**config.mk**
```make
export PLATFORM = sky130hd
export DESIGN_NAME = ppu_vram_oam_arbiter
export DESIGN_NICKNAME = d
export VERILOG_FILES = /design/src/rtl/ppu_vram_oam_arbiter.sv
export SDC_FILE = /design/constraint.sdc
export NUM_CORES = 1
export LEC_CHECK = 0
export CORE_ASPECT_RATIO = 1.2
export CORE_MARGIN = 8
export CORE_UTILIZATION = 39
export DETAILED_ROUTE_END_ITERATION = 7
export HOLD_SLACK_MARGIN = 0.05
export MAX_ROUTING_LAYER = met4
export PLACE_DENSITY = 0.86
export SYNTH_ARGS = -nofsm -noshare
export SYNTH_HDL_FRONTEND = slang
export SYNTH_SLANG_ARGS = --single-unit
```
**constraint.sdc**
```tcl
create_clock -name clk -period 1.8 [get_ports clk]
set_input_delay 0.18 -clock clk [delete_from_list [all_inputs] [get_ports clk]]
set_output_delay 0.18 -clock clk [all_outputs]
set_load 0.03 [all_outputs]
```
**src/rtl/ppu_vram_oam_arbiter.sv**
```systemverilog
// Owner of the shared VRAM/OAM memory port: sequences OAM DMA and arbitrates
// DMA > PPU > CPU each clock, applying the DMG mode-based CPU access locks.
module ppu_vram_oam_arbiter #(
  parameter int CYCLES_PER_BYTE = 4,
  parameter int OAM_BYTES       = 160
) (
  input  logic        clk,
  input  logic        rst,
  input  logic [15:0] cpu_addr,
  input  logic        cpu_rd,
  input  logic        cpu_wr,
  input  logic [7:0]  cpu_wdata,
  output logic [7:0]  cpu_rdata,
  input  logic [1:0]  ppu_mode,
  input  logic        ppu_rd,
  input  logic [15:0] ppu_addr,
  output logic [7:0]  ppu_rdata,
  output logic [15:0] mem_addr,
  output logic        mem_rd,
  output logic        mem_wr,
  output logic [7:0]  mem_wdata,
  input  logic [7:0]  mem_rdata,
  output logic [15:0] sys_addr,
  output logic        sys_rd,
  input  logic [7:0]  sys_rdata,
  output logic        dma_active,
  output logic [1:0]  dbg_dma_state
);

  // Handshake semantics: cpu_rd/cpu_wr/ppu_rd are single-clock strobes that are
  // never stalled. A strobe is either granted in the clock it is seen or dropped;
  // read data always comes back exactly one clock later, 0xFF when not granted.

  localparam int SW = (CYCLES_PER_BYTE > 1) ? $clog2(CYCLES_PER_BYTE) : 1;

  localparam logic [1:0] S_IDLE  = 2'd0;
  localparam logic [1:0] S_SETUP = 2'd1;
  localparam logic [1:0] S_XFER  = 2'd2;

  localparam logic [1:0] TAG_NONE = 2'd0;
  localparam logic [1:0] TAG_CPU  = 2'd1;
  localparam logic [1:0] TAG_PPU  = 2'd2;
  localparam logic [1:0] TAG_DMA  = 2'd3;

  localparam logic [SW-1:0] SLOT_READ    = SW'(0);
  localparam logic [SW-1:0] SLOT_CAPTURE = SW'(1);
  localparam logic [SW-1:0] SLOT_WRITE   = SW'(2);
  localparam logic [SW-1:0] SLOT_LAST    = SW'(CYCLES_PER_BYTE - 1);
  localparam logic [7:0]    BYTE_LAST    = 8'(OAM_BYTES - 1);

  logic [1:0]    state;
  logic [SW-1:0] slot;
  logic [7:0]    idx;
  logic [7:0]    src_page;
  logic [7:0]    dma_data;
  logic [1:0]    rd_tag;

  function automatic logic in_vram(input logic [15:0] a);
    return a[15:13] == 3'b100;
  endfunction

  function automatic logic in_oam(input logic [15:0] a);
    return (a[15:8] == 8'hFE) && (a[7:0] < 8'hA0);
  endfunction

  logic dma_busy;
  logic in_xfer;
  logic src_vram;
  logic dma_mem_rd;
  logic dma_sys_rd;
  logic dma_wr;
  logic dma_owns_mem;
  logic ppu_grant;
  logic cpu_vram;
  logic cpu_oam;
  logic cpu_locked;
  logic cpu_grant;
  logic cpu_rd_op;
  logic dma_trigger;

  assign dma_busy     = (state != S_IDLE);
  assign in_xfer      = (state == S_XFER);
  assign src_vram     = (src_page[7:5] == 3'b100);
  assign dma_mem_rd   = in_xfer && (slot == SLOT_READ) && src_vram;
  assign dma_sys_rd   = in_xfer && (slot == SLOT_READ) && !src_vram;
  assign dma_wr       = in_xfer && (slot == SLOT_WRITE);
  assign dma_owns_mem = dma_mem_rd || dma_wr;

  // OAM is invisible to the PPU for the whole DMA, not only in DMA's own clocks.
  assign ppu_grant = ppu_rd && !(in_oam(ppu_addr) && dma_busy) && !dma_owns_mem;

  assign cpu_vram    = in_vram(cpu_addr);
  assign cpu_oam     = in_oam(cpu_addr);
  assign cpu_rd_op   = cpu_rd && !cpu_wr;
  assign cpu_locked  = (cpu_vram && (ppu_mode == 2'd3)) ||
                       (cpu_oam && (ppu_mode[1] || dma_busy));
  assign cpu_grant   = (cpu_wr || cpu_rd) && (cpu_vram || cpu_oam) && !cpu_locked &&
                       !dma_owns_mem && !ppu_grant;
  assign dma_trigger = cpu_wr && (cpu_addr == 16'hFF46);

  always_comb begin
    mem_rd    = 1'b0;
    mem_wr    = 1'b0;
    mem_addr  = 16'h0000;
    mem_wdata = 8'h00;
    sys_rd    = 1'b0;
    sys_addr  = 16'h0000;
    if (dma_mem_rd) begin
      mem_rd   = 1'b1;
      mem_addr = {src_page, idx};
    end else if (dma_wr) begin
      mem_wr    = 1'b1;
      mem_addr  = {8'hFE, idx};
      mem_wdata = dma_data;
    end else if (ppu_grant) begin
      mem_rd   = 1'b1;
      mem_addr = ppu_addr;
    end else if (cpu_grant) begin
      mem_addr = cpu_addr;
      if (cpu_wr) begin
        mem_wr    = 1'b1;
        mem_wdata = cpu_wdata;
      end else begin
        mem_rd = 1'b1;
      end
    end
    if (dma_sys_rd) begin
      sys_rd   = 1'b1;
      sys_addr = {src_page, idx};
    end
    if (rst) begin
      mem_rd    = 1'b0;
      mem_wr    = 1'b0;
      mem_addr  = 16'h0000;
      mem_wdata = 8'h00;
      sys_rd    = 1'b0;
      sys_addr  = 16'h0000;
    end
  end

  assign cpu_rdata     = (!rst && (rd_tag == TAG_CPU)) ? mem_rdata : 8'hFF;
  assign ppu_rdata     = (!rst && (rd_tag == TAG_PPU)) ? mem_rdata : 8'hFF;
  assign dma_active    = !rst && dma_busy;
  assign dbg_dma_state = rst ? S_IDLE : state;

  always_ff @(posedge clk) begin
    if (rst) begin
      state    <= S_IDLE;
      slot     <= '0;
      idx      <= 8'h00;
      src_page <= 8'h00;
      dma_data <= 8'h00;
      rd_tag   <= TAG_NONE;
    end else begin
      if (dma_mem_rd)
        rd_tag <= TAG_DMA;
      else if (ppu_grant)
        rd_tag <= TAG_PPU;
      else if (cpu_grant && cpu_rd_op)
        rd_tag <= TAG_CPU;
      else
        rd_tag <= TAG_NONE;

      if (in_xfer && (slot == SLOT_CAPTURE))
        dma_data <= src_vram ? mem_rdata : sys_rdata;

      // A retrigger wins over sequencing; a byte write issued this clock still lands.
      if (dma_trigger) begin
        src_page <= (cpu_wdata >= 8'hE0) ? (cpu_wdata - 8'h20) : cpu_wdata;
        state    <= S_SETUP;
        slot     <= '0;
        idx      <= 8'h00;
      end else begin
        case (state)
          S_SETUP: begin
            state <= S_XFER;
            slot  <= '0;
            idx   <= 8'h00;
          end
          S_XFER: begin
            if (slot == SLOT_LAST) begin
              slot <= '0;
              if (idx == BYTE_LAST)
                state <= S_IDLE;
              else
                idx <= idx + 8'd1;
            end else begin
              slot <= slot + SW'(1);
            end
          end
          default: state <= S_IDLE;
        endcase
      end
    end
  end

endmodule

```
### The metal 4 layer

Scale bar: 20 um. Supply wires on this layer in grey. Cells faint in the background.
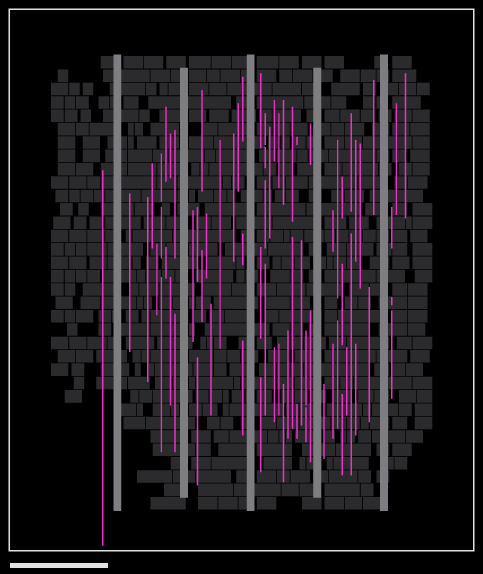
main direction: vertical
nets with wire on the layer: 66
share of all routed wire: 8.1%
wire length on this layer: 1440 um
vias post-DR: 4503
WL final: 17.9 mm

### Met1 routing

Supply wires on this layer in grey.
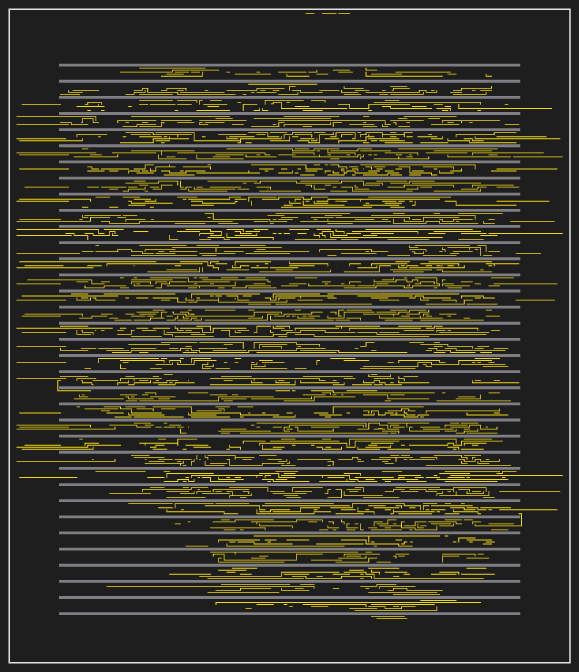
longest straight run: 44.6 um
wire length on this layer: 6120 um
share of all routed wire: 34%
routing usage on met1: 30.6%

### Cell area per tile

The die is cut into 9 by 11 equal tiles; white is low, dark blue is high, 0 to 100% covered.
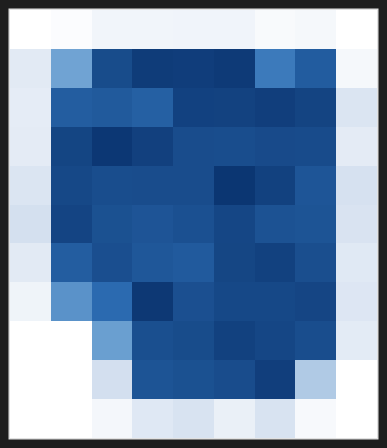
densest ninth of the die: centre
fullest tile: 98%
mean over tiles: 56%
emptiest ninth of the die: lower left
Initial Util: 39.9%
final core utilization: 81.7%

### Placement by cell class

Scale bar: 20 um. Fill, decap, tap and diode cells in grey.
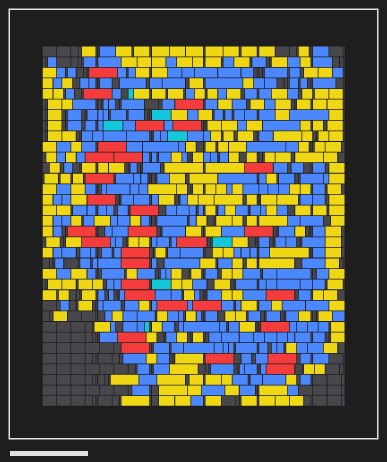
[all other logic] blue | cells: 299 | share of their area: 47%
[clock drivers and dummy loads] cyan | cells: 7 | share of their area: 1.3%
[other buffers and delay cells] yellow | cells: 234 | share of their area: 41%
[flip-flops] red | cells: 30 | share of their area: 10%
core box area: 7190 um2
row cnt: 34
sequential share of cell area: 10.3%
post-route cell area: 5870 um2

==> summary.txt <==
run metrics: outcome=finished, violations left, failing checks=setup timing, EDFF count, synth=0, worst vdd ir=0.377 mV, total grt overflow=0, Seq/Total Area, Yosys=20.9%, flop2flop setup slack=-590 ps, ANT nets after route=0, syn_area_per_cell=7.94 um2, Met2 Wirelength=8.36 mm, crit start category=flip-flop, Mux area share=5.89%, Iter 0 DRT Violations=500, first-pass GRT wire length=23.4 mm, Root Buffer=clkbuf_8, DRC Markers=0, GRT Max-Usage Layer=met2, critical path buffer and inverter count=4, Non-Filler Instances=660, fillers=392, Dominant comb cell=AND-OR/OR-AND gates, slew margin rel.=49.5%, max-slew violation count=0, post-synthesis cell count=361, syn_nets=433, CTS Sinks=30, Final #Nets=642, biggest registers after layout=dma_data: 8 flops, idx: 8 flops, src_page: 8 flops, initial antenna violation count=0, LEAKAGE=2.26 nW, worst setup path startpoint=state[0], worst r2r src=state[0], Setup Viol. Count Final=62, most frequent cells in the layout=buf_4 (95), buf_6 (59), clkdlybuf4s50_1 (57), R2R Path End=idx[5], total power=1.86 mW, library cells used by synthesis=61, kind of end point of the critical path=output pin, I/O Pins=125, Registers, synthesis=30, PortBufs=124, power per cell area=316 nW/um2, Place WS=-927 ps, Critical Path RT=1620 ps, Die Wd=94.3 um, TritonCTS Buffers=5, WHS=531 ps, RSZ-0062 raised after global routing=yes, wl on met1=6.12 mm, CP arrival=2550 ps, placed cell count=627, Complex Gates by Area=32.4%, fin worst setup slack=-926 ps, area added between synthesis and finish=105%, setup_tns=-31560 ps, total track usage=29.8%, yosys simple share=29.9%, most numerous logic cell after layout=buf_4, Clock Latency Late Sink=290 ps, vias per cell=6.82, Hold Path End=dma_data[5], htree depth=2, Final Critical Period=2730 ps, Post-DP HPWL=9.98 mm, Ant. Diodes=0, Hold Vio Cnt, Final=0, Yosys Chip Area=2870 um2, CP peak stage delay=410 ps, CTS tree=built, synth warn=0, critical path depth=9, XORs/XNORs by Area=0.916%, fraction of layout cells with a size suffix above 1=47.5%, first drt pass iteration count=6, ys async rst share=0%, Fmax achieved=367 MHz, die y size=110 um, Min-Delay Startpoint=dma_data[5], Setup CP Type=reg2out, Max Used Layer=met4, # Max-Cap Violations=0, vias in the first global route=4485, Area after DPL=5040 um2, met3 WL=1.99 mm, GR Util met2=49.9%, hold depth=2, WL per Instance=27.1 um, clock buffer depth=2, yosys cell count=361, cells on worst reg2reg path=10, slowest CP cell=or3b_4, Worst Path Max Fanout=4, crit path capture=mem_addr[15], M3 GR Usage=5.81%, Adder Area Share=3.93%, worst hold path class=reg2reg, mapped cell area=2870 um2, Post-synth top flop=dfxtp_1, final period utilization=151%, GPL Wtd Cong=0.929, CTS Hold Buffers Added=0, Worst Tran Pin Value=756 ps, clock-pin slew on the worst setup and hold paths=60 ps, Crit path max-delay family=AND-OR/OR-AND gates, pin count of the biggest net entering global routing=23, die area=10400 um2, worst-case clock skew=10.2 ps, tool warnings=34, CP Cell Sequence=inv_2 > ha_4 > or3b_4 > o41ai_4 > o2111ai_4 > buf_12 > buf_16 > a311oi_4 > buf_6
area by class of cell:
class / instances / area (um2) / area share (%)
clock buffers: 7 / 76.3 / 1.30
inverters: 9 / 38.8 / 0.660
well taps: 90 / 113 / 1.92
repair buffers: 234 / 2390 / 40.7
multi-input cells: 290 / 2650 / 45.1
flip-flops and latches: 30 / 604 / 10.3
cell families (layout without fill, tap and decap cells):
kind of cell | Yosys count | in the layout
AND-OR/OR-AND | 116 | 116
XOR/XNOR | 3 | 3
adder cells (fa/ha/maj) | 9 | 9
buffers and inverters | 41 | 250
flip-flops | 30 | 30
multiplexers | 16 | 16
AND/OR/NAND/NOR | 146 | 146
cells in the mapped netlist, types with 4 or more instances:
cell type	count	area share (%)
dfxtp_1	30	21
nand3_1	26	4.5
clkbuf_1	20	2.6
o21ai_1	20	3.5
nand3b_1	18	4.7
nor2_1	18	2.4
nand2b_1	17	3.7
and2_1	16	3.5
nand2_1	11	1.4
nand4_1	11	2.4
a211oi_1	10	2.6
a21oi_1	10	1.7
buf_2	9	1.6
ha_1	9	3.9
mux2i_1	9	3.1
o21ai_0	9	1.6
a32oi_1	8	2.4
inv_1	8	1.0
o2111a_1	8	3.1
o2111ai_1	8	2.4
mux2_2	7	2.7
a22o_1	5	1.5
nor3_1	5	0.87
a22oi_1	4	1.0
nor3b_1	4	1.0
o311a_1	4	1.4
o31a_1	4	1.2
timing repair:
item,in CTS,in global routing
resized,116,44
endpoints found under the hold margin,0,0
setup buffers,10,14
gates cloned,5,1
pin swaps,31,26
setup endpoints to repair,61,88
report_power, final:
part	internal (mW)	switching, mW
Combinational	0.333	0.327
Sequential	0.665	0.00154
Clock	0.266	0.263
Power figures rest on the tool's default switching activity, not on a simulated workload.
